Fig. 1: supply network
Scale: 1 px per um. Pins as bars on the die edge. Tap cells in grey.
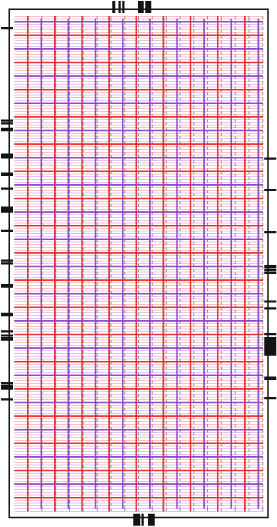
Fig. 2: placement by cell class
Scale: 1 px per um. Fill, decap, tap and diode cells in grey.
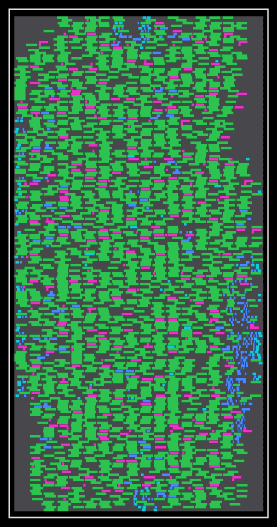
Fig. 3: routed clock nets over the placement
Scale: 1 px per um.
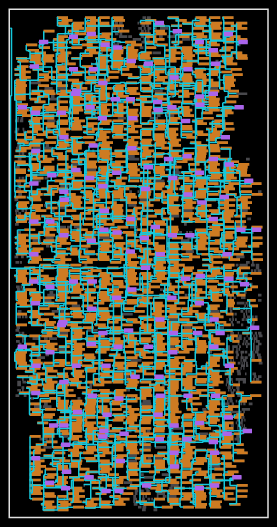
Fig. 4: signal wires by layer
Scale: 1 px per um.
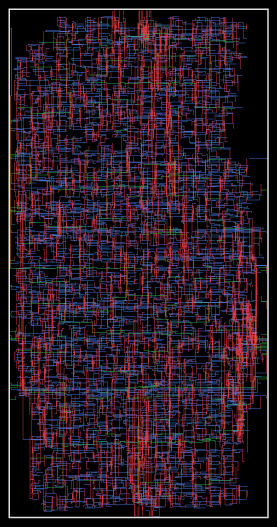
### config.mk
export PLATFORM = sky130hd
export DESIGN_NAME = conv_window_loader
export DESIGN_NICKNAME = d
export VERILOG_FILES = /design/src/rtl/conv_pkg.sv /design/src/rtl/conv_line_buffer.sv /design/src/rtl/conv_window_loader.sv
export SDC_FILE = /design/constraint.sdc
export NUM_CORES = 1
export LEC_CHECK = 0
export ABC_CLOCK_PERIOD_IN_PS = 37100
export CAP_MARGIN = 10
export CELL_PAD_IN_SITES_DETAIL_PLACEMENT = 1
export CELL_PAD_IN_SITES_GLOBAL_PLACEMENT = 1
export CORE_ASPECT_RATIO = 2
export CORE_MARGIN = 4
export CORE_UTILIZATION = 50
export DETAILED_ROUTE_END_ITERATION = 10
export HOLD_SLACK_MARGIN = 0.12
export PLACE_DENSITY_LB_ADDON = 0.1
export SLEW_MARGIN = 20
export SYNTH_ARGS = -nofsm -noshare
export SYNTH_HDL_FRONTEND = slang
export SYNTH_HIERARCHICAL = 1
export SYNTH_SLANG_ARGS = --single-unit
### constraint.sdc
create_clock -name clk -period 37.1 [get_ports clk]
set_clock_uncertainty 0.1 [all_clocks]
set_input_delay 7.42 -clock clk [delete_from_list [all_inputs] [get_ports clk]]
set_output_delay 7.42 -clock clk [all_outputs]
set_load 0.02 [all_outputs]
### src/rtl/conv_pkg.sv
// rtl/conv_pkg.sv - shared types and constants for the convolution window loader
// Purpose: state encoding, core slot map and default widths shared by the
//   loader, its line buffer and the 3x3 convolution core.
// Ports: none (package).
package conv_pkg;

  localparam int DATA_W_DEF    = 32;  // core data width (core m)
  localparam int ADDR_W_DEF    = 5;   // core address width (core n)
  localparam int PARK_ADDR_DEF = 31;  // idle address, outside slots 0..17
  localparam int KSLOT_BASE    = 9;   // kernel occupies slots 9..17
  localparam int NUM_TAPS      = 9;   // 3x3 window / kernel size

  typedef enum logic [2:0] {
    ST_IDLE,
    ST_LOAD_K,
    ST_FILL,
    ST_EMIT,
    ST_DRAIN
  } state_e;

endpackage

### src/rtl/conv_line_buffer.sv
// rtl/conv_line_buffer.sv - two image-row delay lines feeding a 3x3 window
// Purpose: every shift pushes one raster-order pixel in; the window then holds
//   rows r-2..r and columns c-2..c around the newest pixel (r,c).
// Ports:
//   clk         clock
//   shift_en_i  accept pix_i this cycle
//   pix_i       incoming pixel
//   win_o       nine window words, row-major, index 0 = top-left
module conv_line_buffer
  import conv_pkg::*;
#(
  parameter int DATA_W = DATA_W_DEF,
  parameter int IMG_W  = 28
) (
  input  logic                             clk,
  input  logic                             shift_en_i,
  input  logic [DATA_W-1:0]                pix_i,
  output logic [NUM_TAPS-1:0][DATA_W-1:0]  win_o
);

  // line0 oldest entry is pixel (r-1,c), line1 oldest is (r-2,c).
  logic [IMG_W-1:0][DATA_W-1:0] line0_q;
  logic [IMG_W-1:0][DATA_W-1:0] line1_q;
  logic [2:0][2:0][DATA_W-1:0]  win_q;  // [row][col], col 0 is oldest

  // Pixel data carries no reset: nothing is emitted until two full rows and
  // three columns have been shifted in after a frame start.
  always_ff @(posedge clk) begin
    if (shift_en_i) begin
      line0_q <= {line0_q[IMG_W-2:0], pix_i};
      line1_q <= {line1_q[IMG_W-2:0], line0_q[IMG_W-1]};
      for (int r = 0; r < 3; r++) begin
        win_q[r][0] <= win_q[r][1];
        win_q[r][1] <= win_q[r][2];
      end
      win_q[2][2] <= pix_i;
      win_q[1][2] <= line0_q[IMG_W-1];
      win_q[0][2] <= line1_q[IMG_W-1];
    end
  end

  always_comb begin
    for (int r = 0; r < 3; r++) begin
      for (int c = 0; c < 3; c++) begin
        win_o[r*3+c] = win_q[r][c];
      end
    end
  end

endmodule

### src/rtl/conv_window_loader.sv
// rtl/conv_window_loader.sv - streams kernel and image windows into the 3x3 convolution core
// Purpose: writes the kernel into core slots 9..17, then for every valid 3x3
//   window serialises its nine pixels into slots 0..8 and raises res_valid
//   CONV_LAT cycles after slot 8 is written.
// Optional build: define KERNEL_PERSIST_EN to add keep_k, which lets a frame
//   skip the kernel load and reuse the weights already held by the core.
// Ports:
//   clk, rst                  clock, synchronous active-high reset
//   start                     begin a frame, ignored unless idle
//   keep_k                    (KERNEL_PERSIST_EN only) reuse previous kernel
//   s_data, s_valid, s_ready  kernel words, then raster-order pixels
//   conv_a, conv_addr         core data / address, PARK_ADDR when not writing
//   conv_en                   core enable, high whenever not idle
//   res_valid, res_last       core output valid / final window of the frame
//   busy, done                not idle / one-cycle frame-complete pulse
module conv_window_loader
  import conv_pkg::*;
#(
  parameter int DATA_W    = DATA_W_DEF,
  parameter int ADDR_W    = ADDR_W_DEF,
  parameter int IMG_W     = 28,
  parameter int IMG_H     = 28,
  parameter int CONV_LAT  = 10,
  parameter int PARK_ADDR = PARK_ADDR_DEF
) (
  input  logic              clk,
  input  logic              rst,
  input  logic              start,
`ifdef KERNEL_PERSIST_EN
  input  logic              keep_k,
`endif
  input  logic [DATA_W-1:0] s_data,
  input  logic              s_valid,
  output logic              s_ready,
  output logic [DATA_W-1:0] conv_a,
  output logic [ADDR_W-1:0] conv_addr,
  output logic              conv_en,
  output logic              res_valid,
  output logic              res_last,
  output logic              busy,
  output logic              done
);

  localparam int COL_W = $clog2(IMG_W);
  localparam int ROW_W = $clog2(IMG_H);

  state_e                          state_q;
  logic [3:0]                      tap_q;   // kernel word index in LOAD_K, window tap in EMIT
  logic [COL_W-1:0]                col_q;   // position of the next pixel to arrive
  logic [ROW_W-1:0]                row_q;
  logic [COL_W-1:0]                col_d;
  logic [ROW_W-1:0]                row_d;
  logic                            last_q;  // window being emitted ends the frame
  logic [CONV_LAT-1:0]             vld_q;   // in-flight results, oldest at MSB
  logic [CONV_LAT-1:0]             lst_q;
  logic                            done_q;
  logic                            emit_end;
  logic                            win_ready;
  logic                            shift_en;
  logic [NUM_TAPS-1:0][DATA_W-1:0] win;

  assign shift_en  = (state_q == ST_FILL) && s_valid;
  assign emit_end  = (state_q == ST_EMIT) && (tap_q == 4'(NUM_TAPS-1));
  assign win_ready = (row_q >= ROW_W'(2)) && (col_q >= COL_W'(2));

  always_comb begin
    col_d = col_q + COL_W'(1);
    row_d = row_q;
    if (col_q == COL_W'(IMG_W-1)) begin
      col_d = '0;
      row_d = row_q + ROW_W'(1);
    end
  end

  conv_line_buffer #(
    .DATA_W (DATA_W),
    .IMG_W  (IMG_W)
  ) u_line_buffer (
    .clk        (clk),
    .shift_en_i (shift_en),
    .pix_i      (s_data),
    .win_o      (win)
  );

  always_ff @(posedge clk) begin
    if (rst) begin
      state_q <= ST_IDLE;
      tap_q   <= '0;
      col_q   <= '0;
      row_q   <= '0;
      last_q  <= 1'b0;
      vld_q   <= '0;
      lst_q   <= '0;
      done_q  <= 1'b0;
    end else begin
      vld_q  <= {vld_q[CONV_LAT-2:0], emit_end};
      lst_q  <= {lst_q[CONV_LAT-2:0], emit_end && last_q};
      done_q <= 1'b0;
      case (state_q)
        ST_IDLE: begin
          if (start) begin
            tap_q   <= '0;
            col_q   <= '0;
            row_q   <= '0;
            last_q  <= 1'b0;
            state_q <= ST_LOAD_K;
`ifdef KERNEL_PERSIST_EN
            if (keep_k) state_q <= ST_FILL;
`endif
          end
        end
        ST_LOAD_K: begin
          if (s_valid) begin
            if (tap_q == 4'(NUM_TAPS-1)) begin
              tap_q   <= '0;
              state_q <= ST_FILL;
            end else begin
              tap_q <= tap_q + 4'd1;
            end
          end
        end
        ST_FILL: begin
          if (s_valid) begin
            col_q <= col_d;
            row_q <= row_d;
            if (win_ready) begin
              tap_q   <= '0;
              last_q  <= (row_q == ROW_W'(IMG_H-1)) && (col_q == COL_W'(IMG_W-1));
              state_q <= ST_EMIT;
            end
          end
        end
        ST_EMIT: begin
          if (emit_end) begin
            tap_q   <= '0;
            state_q <= last_q ? ST_DRAIN : ST_FILL;
          end else begin
            tap_q <= tap_q + 4'd1;
          end
        end
        ST_DRAIN: begin
          // Leave when only the oldest slot can still be occupied, so done
          // lands the cycle right after the final res_valid.
          if (vld_q[CONV_LAT-2:0] == '0) begin
            done_q  <= 1'b1;
            state_q <= ST_IDLE;
          end
        end
        default: state_q <= ST_IDLE;
      endcase
    end
  end

  // The core writes every cycle, so any cycle without an intended write
  // must present the park address.
  always_comb begin
    s_ready   = 1'b0;
    conv_addr = ADDR_W'(PARK_ADDR);
    conv_a    = '0;
    case (state_q)
      ST_LOAD_K: begin
        s_ready = 1'b1;
        if (s_valid) begin
          conv_addr = ADDR_W'(KSLOT_BASE) + ADDR_W'(tap_q);
          conv_a    = s_data;
        end
      end
      ST_FILL: s_ready = 1'b1;
      ST_EMIT: begin
        conv_addr = ADDR_W'(tap_q);
        conv_a    = win[tap_q];
      end
      default: ;
    endcase
  end

  assign conv_en   = (state_q != ST_IDLE);
  assign busy      = (state_q != ST_IDLE);
  assign res_valid = vld_q[CONV_LAT-1];
  assign res_last  = lst_q[CONV_LAT-1];
  assign done      = done_q;

endmodule

==> flow_summary.yaml <==
# yosys + openroad results
timing:
  drv_slew: 0
  fin_crit_sh_pct: 47.34
  fin_ws_ps: 19540
  final.setup.tns_ps: 0
  worstMarginPinSlew_ps: 1172
  fmax_ghz: 0.05694
  layout_min_cycle_time_ps: 17560
  setup_viol: 0
  relSlewSlack_pct: 21.88
  whs_ps: 309.6
power:
  maxPowerGroup: "sequential cells"
  leakagePower_uw: 0.02034
  power_density_nw_per_um2: 62.92
  sequentialPower_uw: 2500
  seq_power_share_pct: 57.4
  internal_power_uw: 3513
  p_clk_uw: 1740
  p_switching_uw: 841.5
logic_synthesis:
  ys_async_sr_fraction_pct: 0
  syn-instance-count: 2458
  synth_area_um2: 62180
  top_cell: "edfxtp_1"
  netlist-cell-type-count: 49
  edf_count: 1888
  yosysSeqAreaShare_pct: 92.43
  yosys.area_share.simple_pct: 0.8069
  yosys-top-cells-area: "edfxtp_1 (91%), buf_4 (2.3%), mux4_2 (2.3%), dfxtp_1 (1.3%), mux2i_1 (0.58%)"
  ys.flops: 1927
  xor_area_share_pct: 0.1127
  top_area_share_pct: 91.18
  yosys-stat-area_um2: 62180
  common_cells: "edfxtp_1 (1,888), buf_4 (194), mux4_2 (64)"
  syn_avg_cell_area_um2: 25.30
  yosys.area_share.aoi_pct: 0.9779
  yosysCellCount: 2458
  synthMuxAreaShare_pct: 2.898
detailed_routing:
  met1Wirelength_um: 40800
  postRouteAntennaNets: 0
  vias_per_cell: 5.001
  dr_total_vias: 21430
  first_pass_iters: 5
  wl_met2_um: 41380
  wirelength_um: 87530
  wl_met3_um: 3227
  dr.first_iter.drc_count: 2044
  top_layer: "met4"
cells_and_area:
  layout_top_cell: "edfxtp_1"
  layout_top_cells: "edfxtp_1 (1,888), clkbuf_16 (172), clkdlybuf4s50_1 (77), mux4_2 (64)"
  fillers: 9957
  nNetsFinal: 2534
  largest_reg_flops: 832
  stdcell_area_um2: 69210
  drive_gt1_share_pct: 13.40
  finalNonFillerCells: 4284
place:
  dp.final_hpwl_um: 41660
  place_area_um2: 63670
  dpl.cell_count: 3986
  placement.io_buffers: 78
min_path:
  min_to: "u_line_buffer/win_o[74]"
  min_from: "u_line_buffer/line1_q[874]"
  hold_class: "register to register"
  holdPathStages: 0
grt:
  gr-usage-met2_pct: 20.82
  antenna_found_initial: 2
  grt_util_met1_pct: 19.53
  grt_overflow: 0
  met3_usage_pct: 2.722
  grt_pass1_vias: 23080
  grt_start_max_net_pins: 211
  grt_usage_pct: 13.45
critical_path:
  cp_cell_sequence: "clkdlybuf4s50_1, and3_2, buf_4, a22oi_1, o21ai_0, clkdlybuf4s50_1"
  rr_worst_depth: 4
  cp_slowest_cell: "clkdlybuf4s50_1"
  path_buffers: 3
  rr_startpoint: "state_q[1]"
  cp-end-kind: "output pin"
  critPathRequiredTime_ps: 29580
  cpLargestDelayFamily: "buffers and inverters"
  r2r-end: "u_line_buffer/line0_q[514]"
clocking:
  cts_buffers: 159
  clk_pin_slew_ps: 70
  max-clock-path-buffers: 3
  cts_setup_buffers: 0
  cts_sinks: 1927
  cts_root_buffer: "clkbuf_16"
  htreeDepth: 4
  hold_buffers: 0
floorplanning:
  core_area_um2: 123200
  fp-utilization_pct: 50.47
  rows: 182
flow_run:
  cap_violations: 0
run_status:
  status: "finished clean"
## Picture notes: Fig. 1
VDD -> purple
VSS -> red
signal pins = 79
rows = 182
met1 rails = 183

## Picture notes: Fig. 2
all other logic -> blue  # cells 302, share of their area 4.6%
flops -> green  # cells 1,927, share of their area 86%
other buffers and delay cells -> cyan  # cells 102, share of their area 1.6%
clock drivers and dummy loads -> magenta  # cells 296, share of their area 8.2%

## Picture notes: Fig. 3
flip-flops -> orange  # count 1,927
clock wires -> cyan  # length 21.2 mm
cells driving clock nets -> purple  # count 159
routed clock nets = 160
flops lie = spread over the die

## Picture notes: Fig. 4
met3 -> green  # wire length 3,230 um
met4 -> orange  # wire length 2,120 um
met1 -> blue  # wire length 40.8 mm
met2 -> red  # wire length 41.4 mm

final cells by class:
cell class / count / area, um^2 / share of cell area [%]
clock inverters: 100 / 1095 / 1.582
inverters: 8 / 30.03 / 0.04339
multi-input cells: 294 / 3062 / 4.424
repair buffers: 102 / 1046 / 1.511
flip-flops and latches: 1927 / 57490 / 83.06
diodes: 1 / 2.502 / 0.003616
well taps: 1656 / 2072 / 2.994
clock buffers: 196 / 4414 / 6.378
worst max path at each step:
stage / startpoint / to / slack [ps] / cells after the start
global route: s_valid / conv_a[21] / 19370 / 6
finish: s_valid / conv_a[21] / 19540 / 6
global placement: s_valid / conv_a[21] / 19530 / 6
detailed placement: s_valid / conv_a[21] / 19510 / 6
CTS: s_valid / conv_a[21] / 19500 / 6
floorplan: s_valid / u_line_buffer/line0_q[100] / 6610 / 1
No activity file was given, so power comes from the tool's default toggle rates.
